==> src/rtl/note_sequencer.sv <==
// Song sequencer: walks a synchronous song ROM and holds each note code on the
// tone path for its duration in ms. Define SEQ_GAP_EN to add a silent gap after every entry.
module note_sequencer #(
  parameter int ADDR_W = 5,
  parameter int GAP_MS = 20
) (
  input  logic              clk,
  input  logic              rst,
  input  logic [15:0]       ticks_per_milli,
  input  logic              start,
  input  logic              stop,
  input  logic              loop,
  output logic [ADDR_W-1:0] rom_addr,
  input  logic [15:0]       rom_data,
  output logic [3:0]        tone_code,
  output logic              tone_en,
  output logic [7:0]        led,
  output logic              busy,
  output logic              done
);

`ifdef SEQ_GAP_EN
  localparam bit GAP_COMPILED = 1'b1;
`else
  localparam bit GAP_COMPILED = 1'b0;
`endif
  localparam bit GAP_ON = GAP_COMPILED && (GAP_MS > 0);

  typedef enum logic [2:0] {
    S_IDLE,
    S_FETCH,
    S_LOAD,
`ifdef SEQ_GAP_EN
    S_GAP,
`endif
    S_PLAY
  } state_t;

  state_t            state_q, state_d;
  logic [ADDR_W-1:0] rom_addr_q, rom_addr_d;
  logic [3:0]        tone_code_q, tone_code_d;
  logic              tone_en_q, tone_en_d;
  logic              done_q, done_d;
  logic [15:0]       mcnt_q, mcnt_d;
  logic [11:0]       remaining_q, remaining_d;
`ifdef SEQ_GAP_EN
  logic [15:0]       gap_cnt_q, gap_cnt_d;
`endif

  logic [15:0] t_eff;
  logic        ms_tick;
  logic        advance;
  logic        end_of_song;

  // A programmed rate of 0 behaves as one cycle per ms.
  assign t_eff   = (ticks_per_milli == 16'd0) ? 16'd1 : ticks_per_milli;
  assign ms_tick = (mcnt_q >= t_eff - 16'd1);

  always_comb begin
    // NOTE: every variable driven here gets a default first, so no path can infer a latch.
    state_d     = state_q;
    rom_addr_d  = rom_addr_q;
    tone_code_d = tone_code_q;
    tone_en_d   = tone_en_q;
    done_d      = 1'b0;
    mcnt_d      = 16'd0;
    remaining_d = remaining_q;
`ifdef SEQ_GAP_EN
    gap_cnt_d   = gap_cnt_q;
`endif
    advance     = 1'b0;
    end_of_song = 1'b0;

    case (state_q)
      S_IDLE: begin
        if (start) begin
          rom_addr_d = '0;
          state_d    = S_FETCH;
        end
      end
      S_FETCH: state_d = S_LOAD;
      S_LOAD: begin
        if (rom_data[11:0] == 12'd0) begin
          end_of_song = 1'b1;
        end else begin
          tone_code_d = rom_data[15:12];
          remaining_d = rom_data[11:0];
          tone_en_d   = (rom_data[15:12] != 4'd0);
          state_d     = S_PLAY;
        end
      end
      S_PLAY: begin
        mcnt_d = ms_tick ? 16'd0 : mcnt_q + 16'd1;
        if (ms_tick) begin
          remaining_d = remaining_q - 12'd1;
          if (remaining_q == 12'd1) begin
            tone_en_d   = 1'b0;
            tone_code_d = 4'd0;
            if (GAP_ON) begin
`ifdef SEQ_GAP_EN
              state_d   = S_GAP;
              gap_cnt_d = 16'd0;
              mcnt_d    = 16'd0;
`endif
            end else begin
              advance = 1'b1;
            end
          end
        end
      end
`ifdef SEQ_GAP_EN
      S_GAP: begin
        mcnt_d = ms_tick ? 16'd0 : mcnt_q + 16'd1;
        if (ms_tick) begin
          if (gap_cnt_q == 16'(GAP_MS - 1)) advance = 1'b1;
          else gap_cnt_d = gap_cnt_q + 16'd1;
        end
      end
`endif
      default: state_d = S_IDLE;
    endcase

    // The last ROM slot doubles as an implicit end-of-song marker.
    if (advance) begin
      if (rom_addr_q == '1) begin
        end_of_song = 1'b1;
      end else begin
        rom_addr_d = rom_addr_q + 1'b1;
        state_d    = S_FETCH;
      end
    end

    if (end_of_song) begin
      if (loop) begin
        rom_addr_d = '0;
        state_d    = S_FETCH;
      end else begin
        done_d  = 1'b1;
        state_d = S_IDLE;
      end
    end

    if (stop) begin
      state_d     = S_IDLE;
      tone_en_d   = 1'b0;
      tone_code_d = 4'd0;
      done_d      = 1'b0;
      remaining_d = 12'd0;
    end
  end

  // NOTE: state registers use non-blocking assignments so all of them update together at the edge.
  always_ff @(posedge clk) begin
    if (rst) begin
      state_q     <= S_IDLE;
      rom_addr_q  <= '0;
      tone_code_q <= 4'd0;
      tone_en_q   <= 1'b0;
      done_q      <= 1'b0;
      mcnt_q      <= 16'd0;
      remaining_q <= 12'd0;
`ifdef SEQ_GAP_EN
      gap_cnt_q   <= 16'd0;
`endif
    end else begin
      state_q     <= state_d;
      rom_addr_q  <= rom_addr_d;
      tone_code_q <= tone_code_d;
      tone_en_q   <= tone_en_d;
      done_q      <= done_d;
      mcnt_q      <= mcnt_d;
      remaining_q <= remaining_d;
`ifdef SEQ_GAP_EN
      gap_cnt_q   <= gap_cnt_d;
`endif
    end
  end

  assign rom_addr  = rom_addr_q;
  assign tone_code = tone_code_q;
  assign tone_en   = tone_en_q;
  assign done      = done_q;
  assign busy      = (state_q != S_IDLE);
  assign led       = tone_en_q ? (8'd1 << tone_code_q[2:0]) : 8'd0;

endmodule

==> config.mk <==
export PLATFORM = sky130hd
export DESIGN_NAME = note_sequencer
export DESIGN_NICKNAME = d
export VERILOG_FILES = /design/src/rtl/note_sequencer.sv
export SDC_FILE = /design/constraint.sdc
export NUM_CORES = 1
export LEC_CHECK = 0
export CAP_MARGIN = 20
export CORE_UTILIZATION = 35
export CTS_CLUSTER_DIAMETER = 50
export DETAILED_ROUTE_END_ITERATION = 10
export GPL_TIMING_DRIVEN = 1
export PLACE_DENSITY = 0.6
export SKIP_LAST_GASP = 1
export SLEW_MARGIN = 30
export SYNTH_ARGS = -nofsm -noshare
export SYNTH_HDL_FRONTEND = slang
export SYNTH_SLANG_ARGS = --single-unit
==> constraint.sdc <==
create_clock -name clk -period 10.5 [get_ports clk]
set_input_delay 3.15 -clock clk [delete_from_list [all_inputs] [get_ports clk]]
set_output_delay 3.15 -clock clk [all_outputs]
set_load 0.01 [all_outputs]
==> reports/metrics.cfg, run 1 <==
[synthesis]
syn_avg_cell_area_um2=7.97
postSynthSeqShare=0.299
flop_cell=dfxtp_1
fp_nets=412
synth_flops=42
topCellsByArea=dfxtp_1 (30%), ha_1 (9.8%), nor2_1 (6.3%)
yosys.area.top_type=dfxtp_1
ys_cells=353
syn_area_mm2=0.00281

[floorplanning]
pin_count=57
die_area_mm2=0.00840
tap_cells=102
fp_util=0.362

[cells_and_area]
nets=466
ff_count=42
clock_buffers=5
clock_area_frac=0.0304
comb_area_share=0.534
buffers=56
num-multi-input-gates=294
n_all_inverters=8
buf_share=0.157
dominant_cells=multi-input combinational cells
layout_top_cell=clkdlybuf4s50_1
logic_area_mm2=0.00191
drive_above_1_share=0.0490

[global_route]
grt_pass1_wl_um=11400
grt_usage=0.168
grt_max_degree=29
grt_pass1_vias=2454
grt_overflow=0
antenna_found_initial=0

[sta]
fmax_mhz=132
fin_crit_sh=0.723
slew_violations=0
rsz0062_at_grt=false
period_needed_ns=7.59
max-slew-margin-rel=0.371
finalHoldViolCount=0
tightestPinTransition_ns=0.942
fin_setup_tns_ns=0
setup_viol=0

[clocking]
ctsRootBufferMaster=clkbuf_8
cts_buffers=5
htree_num_levels=2
post_cts_resized=0
clk_latency_ns=0.29
holdBufCountCts=0
clkTransAtPathRegs_ns=0.09
cts_setup_buffers=0

[critical_path]
max_stage_delay_ns=0.70
cp_common_cell=nor2_1
ff2ff_setup_slack_ns=7.69
path_class=in -> reg
path_cells=clkdlybuf4s50_1 -> or4_1 -> nor4_1 -> nand3b_1 -> nor2_1 -> nor2_1 -> ha_1 -> nor3b_1 -> nand2_1 -> nor2_1 -> xnor2_1 -> ha_1 -> and4_1 -> o211ai_1 -> o32ai_2 -> o31ai_4 -> o21ba_1 -> o221a_1
worst_path_max_delay_cell=o31ai_4
crit_arrival_ns=7.79

[route]
routed_wl_um=6960
ant_nets=0
drc=0
firstDrtPassIters=4
vias=2743

[place]
gp_congestion=0.786
hpwl_um=5330
port_buffers=56

[run]
cap_violations=0
warnings=27

[status]
outcome=finished clean

[power]
power_density_mw_per_mm2=89.7
leakage_nw=1.24

run 1: worst max-delay path: cells and delay by family:
kind            cells  cell delay [ns]
compound gates      5             1.45
xor+xnor            1             0.20
fa+ha+maj           2             0.46
simple gates        9             2.04
buf+inv             1             0.49
run 1: flip-flops by register name, summed over array words and instances (netlist names):
signal       cells
tone_en          1
remaining_q     12
state_q          3
mcnt_q          16
done             1
rom_addr         5
tone_code        4
run 1: per-stage QoR:
stage / hold slack [ns] / instance area, um2 / instances / worst slack, ns / power [mW]
detailed placement: 0.463 / 3470 / 502 / 2.62 / 0.199
finish: 0.474 / 3580 / 510 / 2.91 / 0.321
floorplan: 0.430 / 2810 / 353 / 3.57 / 0.178
global placement: 0.451 / 3470 / 502 / 2.69 / 0.199
CTS: 0.480 / 3580 / 510 / 2.93 / 0.326
global route: 0.507 / 3580 / 510 / 2.49 / 0.336
run 1: where the power goes:
group	total, mW	switching [mW]	internal, mW	leakage (nW)
clock	0.126	0.0556	0.0700	0.0579
sequential	0.160	0.000689	0.159	0.339
combinational	0.0351	0.0156	0.0196	0.842
total	0.321	0.0719	0.249	1.24
run 1: kinds of logic after synthesis:
group,share of synthesized area
AND/OR/NAND/NOR,0.299
AND-OR/OR-AND,0.205
flip-flops,0.299
XOR/XNOR,0.0747
adder cells (fa/ha/maj),0.0978
buffers and inverters,0.0231
other,0.00133
run 1: metal layers:
layer,track usage,up-vias,wire [um]
li1,-,1399,-
met1,0.229,1280,3460
met2,0.271,58,3180
met3,0.0290,6,247
met4,0.0516,0,65
met5,0,-,0
run 1: path summary, 6_finish.rpt:
check	from	end	cells past startpoint
max	ticks_per_milli[7]	remaining_q[8]	18
min	state_q[2]	state_q[1]	1
max reg2reg	mcnt_q[0]	remaining_q[8]	8
min reg2reg	state_q[2]	state_q[1]	1
**Run 1: cell classes on the final placement**

Bar = 20 um.
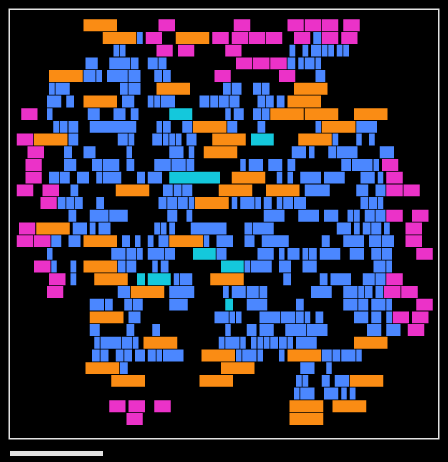
[blue] combinational and other logic | cells: 302
[orange] sequential cells | cells: 42
[cyan] clock drivers and dummy loads | cells: 8
[magenta] remaining buffers and delay cells | cells: 56
CORE AREA: 0.00777 mm2
Final Cell Area: 0.00358 mm2
post-layout util: 0.460
row cnt: 32

**Run 1: PDN straps and rails**

Pins as bars on the die edge. Tap cells in gray.
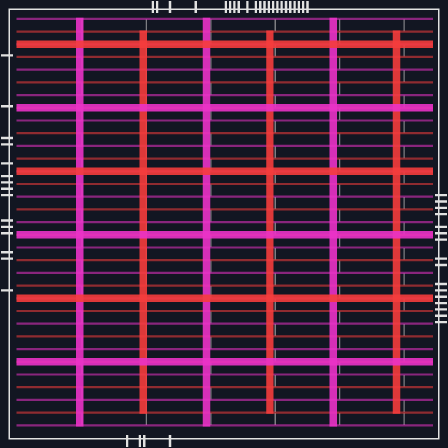
[red] VDD
[magenta] VSS
met4 straps: 6
signal pins: 57
rows: 32
met5 straps: 6
die height: 91.7 um
die width: 91.7 um
maximum VDD drop: 0.0000552 V

**Run 1: register map, names as in the netlist**

Other sequential cells in the stronger gray, the rest of the logic in the fainter gray.
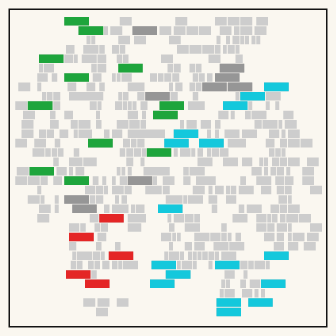
[red] `rom_addr` | placed flops: 5 | where: bottom left
[cyan] `mcnt_q` | placed flops: 16
[green] `remaining_q` | placed flops: 12
not colored: 9
flop share of the area: 0.235
register area: 841 um2

**Run 1: clock wires, drivers and flops**

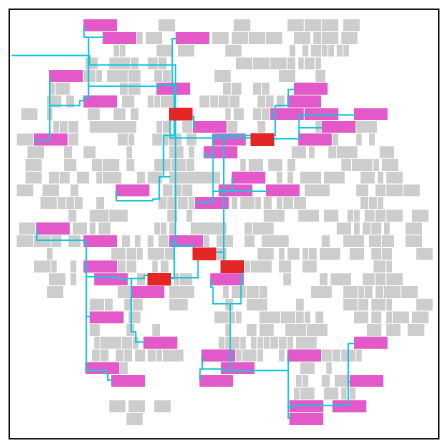
[cyan] clock wires | length: 565 um
[red] clock drivers | count: 5
[magenta] flip-flops | count: 42
routed clock nets: 6
Max Clock Skew: 0.00926 ns
clock share of power: 0.391
Clk power: 0.126 mW

==> run 2: changes to the inputs <==
==> constraint.sdc (replaced) <==
create_clock -name clk -period 7.5 [get_ports clk]
set_input_delay 2.25 -clock clk [delete_from_list [all_inputs] [get_ports clk]]
set_output_delay 2.25 -clock clk [all_outputs]
set_load 0.01 [all_outputs]
**Run 2: cell classes on the final placement**

Bar = 20 um.
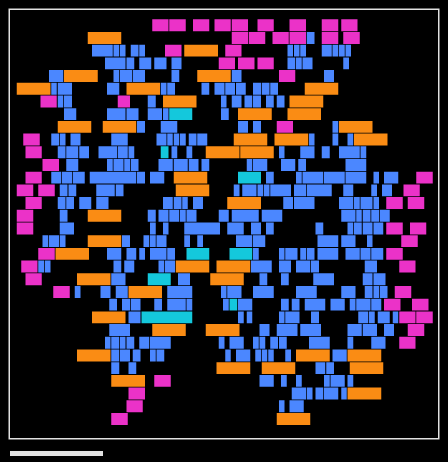
[magenta] remaining buffers and delay cells | cells: 57
[blue] combinational and other logic | cells: 302
[cyan] clock drivers and dummy loads | cells: 8
[orange] sequential cells | cells: 42
post-layout util: 0.461
flop share of the area: 0.235
Final Cell Area: 0.00358 mm2

**Run 2: clock wires, drivers and flops**

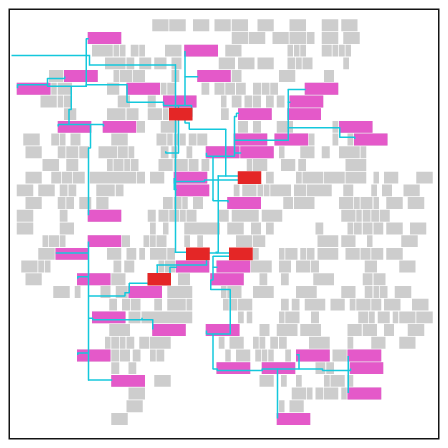
[cyan] clock wires | length: 563 um
[magenta] flip-flops | count: 42
[red] clock drivers | count: 5
flops lie: spread over the die
routed clock nets: 6
Max Clock Skew: 0.0125 ns
Clk power: 0.177 mW
clock share of power: 0.393
clk_lat worst skew: 0.30 ns

**Run 2: PDN straps and rails**

Pins as bars on the die edge. Tap cells in gray.
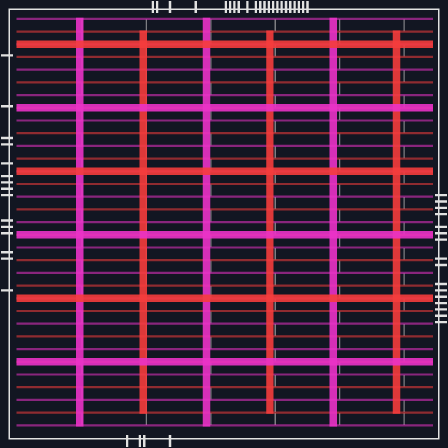
maximum VDD drop: 0.0000829 V

==> run 2 against run 1 <==
Setup slack lost 2.1 ns. Synthesized cell count unchanged. Clock skew up 0.0032 ns. Global-route usage is 0.27 points higher. Via count shrank 1.7%. Wire length hardly changed. Clock-buffer cell count stayed put. Clock power grew about 40%. Design area is 0.21% higher. First-iteration DRC count fell by 22%. Combinational power increased by 39%. Final cell count grew 0.20%. Largest cell class unchanged.
==> reports/metrics.cfg, run 2 <==
[global_route]
grt_pass1_wl_um=11700  ; +2.1%
grt_overflow=0  ; unchanged
grt_usage=0.171  ; +0.00273
use_met2=0.286  ; +0.0150
gr-usage-met1=0.227  ; -0.00188

[power]
swShare=0.225  ; +0.000972
p_comb_mw=0.0488  ; +39%
power_leader=sequential cells
p_sw_mw=0.101  ; +41%

[synthesis]
synth_xor_xnor_area_share=0.0747  ; unchanged
synthAoiAreaFrac=0.205  ; unchanged
topCombFamilyByArea=simple AND/OR/NAND/NOR gates
simple_gate_area_frac=0.299  ; unchanged
postSynthSeqShare=0.299  ; unchanged
syn_avg_cell_area_um2=7.97  ; unchanged
syn_area_mm2=0.00281  ; unchanged
fp_nets=412  ; unchanged
flop_cell=dfxtp_1

[clocking]
htree_num_levels=2  ; unchanged
post_cts_resized=0  ; unchanged

[route]
firstDrtPassIters=4  ; unchanged
top_layer=met4
wl_met1_um=3400  ; -1.7%
ant_nets=0  ; unchanged
route.met3.wl_um=290  ; +17%
routed_wl_um=6960  ; about the same

[status]
outcome=finished clean

[critical_path]
reg2reg_to=remaining_q[1]
path_class=in -> reg
ff2ff_setup_slack_ns=4.80  ; -2.89 ns
path_cells=clkdlybuf4s50_1 -> or4_1 -> nor4_1 -> nand3b_1 -> nor2_1 -> nor2_1 -> ha_1 -> nor3b_1 -> nand2_1 -> nor4_1 -> xnor2_1 -> ha_1 -> and4_1 -> o211ai_1 -> o32ai_2 -> o31ai_4 -> buf_4 -> a211oi_1 -> a211oi_1

[floorplanning]
rows=32  ; unchanged

[cells_and_area]
largest_register=mcnt_q
largest_reg_flops=16  ; unchanged
nets=467  ; +0.21%
layout_top_cell=clkdlybuf4s50_1

[place]
gp_congestion=0.800  ; +1.8%

[sta]
finalHoldViolCount=0  ; unchanged
fmax_mhz=150
setup_viol=0  ; unchanged

[worst_hold_path]
worstHoldStart=mcnt_q[0]

[run]
warnings=27  ; unchanged

[run 2: cell counts after synthesis]
No cell type changed its count.
[run 2: how the worst max path moves through the flow]
stage,startpoint,endpoint,slack [ns],cells past startpoint
5_1_grt,ticks_per_milli[7],rom_addr[2],0.41,18
4_1_cts,ticks_per_milli[7],mcnt_q[12],0.83,18
6_report,ticks_per_milli[7],remaining_q[1],0.83,19
3_3_place_gp,ticks_per_milli[7],remaining_q[1],0.67,19
2_1_floorplan,ticks_per_milli[7],mcnt_q[10],1.47,19
3_5_place_dp,ticks_per_milli[7],mcnt_q[12],0.54,18
[run 2: metrics by stage]
step	hold slack, ns	total power [mW]	utilization	setup WS (ns)	cells
global route	0.505	0.470	0.461	0.408	511
floorplan	0.430	0.249	-	1.47	353
finish	0.466	0.450	0.461	0.827	511
detailed placement	0.451	0.278	0.447	0.539	503
CTS	0.471	0.455	0.461	0.827	511
global placement	0.454	0.278	0.447	0.673	503
[run 2: worst reg2reg max path: stages, from the launching register on]
cell and delay [ns]:
dfxtp_1 0.38, inv_1 0.06, ha_1 0.27, nand2b_1 0.15, a2111oi_2 0.49, o32ai_2 0.22
o31ai_4 0.53, buf_4 0.25, a211oi_1 0.06, a211oi_1 0.23
[run 2: layout make-up]
cell class                 count  area [um2]
clock buffer                   5        68.8
clock inverter                 3        40.0
fill                         789        4180
inverter                       8        30.0
multi-input combinational    294        1910
sequential                    42         841
tap                          102         128
timing repair buffer          57         568
[run 2: kinds of logic after synthesis]
| kind of cell | count (synthesis) |
|---|---|
| AND/OR/NAND/NOR | 164 |
| AND-OR/OR-AND | 83 |
| flip-flops | 42 |
| XOR/XNOR | 24 |
| adder cells (fa/ha/maj) | 22 |
| buffers and inverters | 17 |
| other | 1 |
==> run 3: changes to the inputs <==
--- a/config.mk
+++ b/config.mk
@@ -6,6 +6,7 @@
 export NUM_CORES = 1
 export LEC_CHECK = 0
 export CAP_MARGIN = 20
+export CORE_ASPECT_RATIO = 1.25
 export CORE_UTILIZATION = 35
 export CTS_CLUSTER_DIAMETER = 50
 export DETAILED_ROUTE_END_ITERATION = 10
**Run 3: register map, names as in the netlist**

Other sequential cells in the stronger gray, the rest of the logic in the fainter gray.
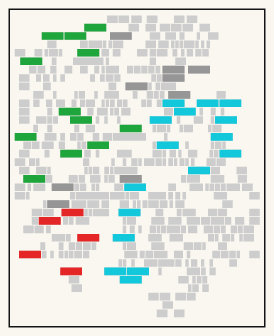
[cyan] `mcnt_q` | placed flops: 16
[green] `remaining_q` | placed flops: 12
[red] `rom_addr` | placed flops: 5 | where: bottom left
not colored: 9
post-layout util: 0.462
seq pwr: 0.224 mW

**Run 3: PDN straps and rails**

Pins as bars on the die edge. Tap cells in gray.
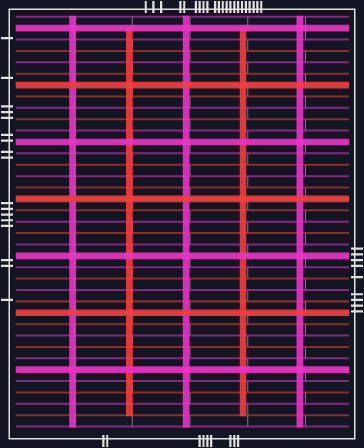
[magenta] VSS
[red] VDD
met4 straps: 5
met5 straps: 7
tap cells: 95
met1 rails: 37
rows: 36
die height: 102 um
CORE AREA: 0.00779 mm2
maximum VDD drop: 0.0000969 V
die width: 82.2 um

**Run 3: clock wires, drivers and flops**

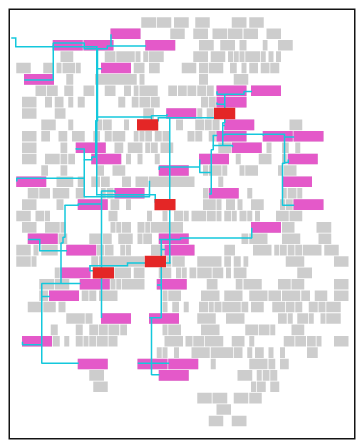
[magenta] flip-flops | count: 42
[red] clock drivers | count: 5
[cyan] clock wires | length: 591 um
routed clock nets: 6
clock share of power: 0.443
Max Clock Skew: 0.0167 ns

==> run 3 against run 2 <==
Non-clock buffer count did not move. Total power rose by 9.4%. Die size barely moved. Clock power rose by 23%. Global-route usage rose by 1.9 points. Synthesized cell count did not move. Design area rose by 0.56%. Area after synthesis did not move. Combinational power rose by 2%. Critical path type unchanged.
==> reports/metrics.cfg, run 3 <==
[status]
outcome=finished clean

[route]
route.detailed.vias_per_inst=5.37
firstDrtPassIters=4  ; unchanged
drtIter0Drc=96
routed_wl_um=7270  ; +4.4%
vias=2705
ant_nets=0  ; unchanged

[global_route]
grt_pass1_wl_um=12300  ; +5.6%
top_usage_layer=met2
grt_usage=0.190  ; +0.0190
gr-usage-met1=0.238  ; +0.0115
use_met2=0.320  ; +0.0347
grt_overflow=0  ; unchanged
grt_pass1_vias=2607

[cells_and_area]
final_area_mm2=0.00360  ; +0.56%
largest_reg_flops=16  ; unchanged
largest_register=mcnt_q
drive_above_1_share=0.0513
nets=467  ; unchanged
layout_top_cell=clkdlybuf4s50_1
finalNonFillerCells=504  ; -1.4%
antennaDiodeCount=0

[power]
p_sw_mw=0.108  ; +6.8%
power_frac_seq=0.456
p_int_mw=0.384
swShare=0.219  ; -0.00547

[floorplanning]
rows=36  ; +13%
pin_count=57

[worst_hold_path]
min_path_type=reg -> reg
hold_depth=1

[critical_path]
cp-start-kind=input pin
path_depth=19  ; unchanged
cp.required_ns=7.74
worst-path-buf-inv=2
path_class=in -> reg
path_cells=clkdlybuf4s50_1 -> or4_1 -> nor4_1 -> nand3b_1 -> nor2_1 -> nor2_1 -> ha_1 -> nor3b_1 -> nand2_1 -> nor3_1 -> xnor2_1 -> ha_1 -> and4_1 -> o211ai_1 -> o32ai_2 -> o31ai_4 -> buf_4 -> o21ai_0 -> a21oi_1
end_kind=register

[clocking]
cts_setup_buffers=0
htree_num_levels=2  ; unchanged
holdBufCountCts=0
post_cts_resized=0  ; unchanged
clk_latency_ns=0.30  ; about the same
ctsRootBufferMaster=clkbuf_8

[synthesis]
postSynthSeqShare=0.299  ; unchanged
syn_area_mm2=0.00281  ; unchanged
simple_gate_area_frac=0.299  ; unchanged
topCombFamilyByArea=simple AND/OR/NAND/NOR gates
flop_cell=dfxtp_1
synthAoiAreaFrac=0.205  ; unchanged
syn_avg_cell_area_um2=7.97  ; unchanged
synthAdderAreaFrac=0.0978
topCellsByArea=dfxtp_1 (30%), ha_1 (9.8%), nor2_1 (6.3%)
edf_count=0
ys_cells=353
ys_types=56
synthesis.instances=353
synth_xor_xnor_area_share=0.0747  ; unchanged
ys_warn_count=0
fp_nets=412  ; unchanged

[sta]
fmax_mhz=150  ; about the same
setup_viol=0  ; unchanged
rsz0062_at_grt=false
tightestPinTransition_ns=0.950
finalHoldViolCount=0  ; unchanged
holdWs_ns=0.463  ; -0.00285 ns

[place]
dp_cells=496  ; -1.4%
gp_congestion=0.849  ; +6.1%
dpl-instance-area_mm2=0.00347
port_buffers=56

[run]
warnings=27  ; unchanged

run 3: cell counts after synthesis:
No cell type changed its count.
run 3: path summary, 6_finish.rpt:
kind                           start             end  slack (ns)
hold / removal             mcnt_q[0]       mcnt_q[0]        0.46
hold reg to reg            mcnt_q[0]       mcnt_q[0]        0.46
setup / recovery  ticks_per_milli[7]  remaining_q[0]        0.82
setup reg to reg           mcnt_q[0]  remaining_q[0]        4.72
run 3: cell type report:
cell class	instances	area, um2
Clock buffer	5	68.8
Clock inverter	3	68.8
Fill cell	779	4190
Inverter	8	30.0
Multi-Input combinational cell	294	1910
Sequential cell	42	841
Tap cell	95	119
Timing Repair Buffer	57	568
run 3: cells by family after synthesis:
family | Yosys count
simple gates | 164
compound gates | 83
flops | 42
xor+xnor | 24
fa+ha+maj | 22
buf+inv | 17
other cells | 1
run 3: layer usage:
| metal | wire [um] | vias to the layer above | share of wire |
|---|---|---|---|
| li1 | - | 1399 | - |
| met1 | 3260 | 1233 | 0.45 |
| met2 | 3610 | 58 | 0.50 |
| met3 | 213 | 15 | 0.029 |
| met4 | 182 | 0 | 0.025 |
| met5 | 0 | - | 0 |
run 3: stage by stage:
step           setup slack, ns  power [mW]
3_5_place_dp             0.529       0.279
3_3_place_gp             0.621       0.279
5_1_grt                  0.370       0.510
4_1_cts                  0.805       0.496
6_report                 0.821       0.492
2_1_floorplan             1.47       0.249
run 3: power groups by stage:
stage	registers (mW)	logic, mW	clock network (mW)
global route	0.224	0.0546	0.231
finish	0.224	0.0498	0.218
detailed placement	0.230	0.0497	0
global placement	0.230	0.0493	0
CTS	0.224	0.0500	0.222
floorplan	0.229	0.0198	0
No activity file was given, so power comes from the tool's default toggle rates.
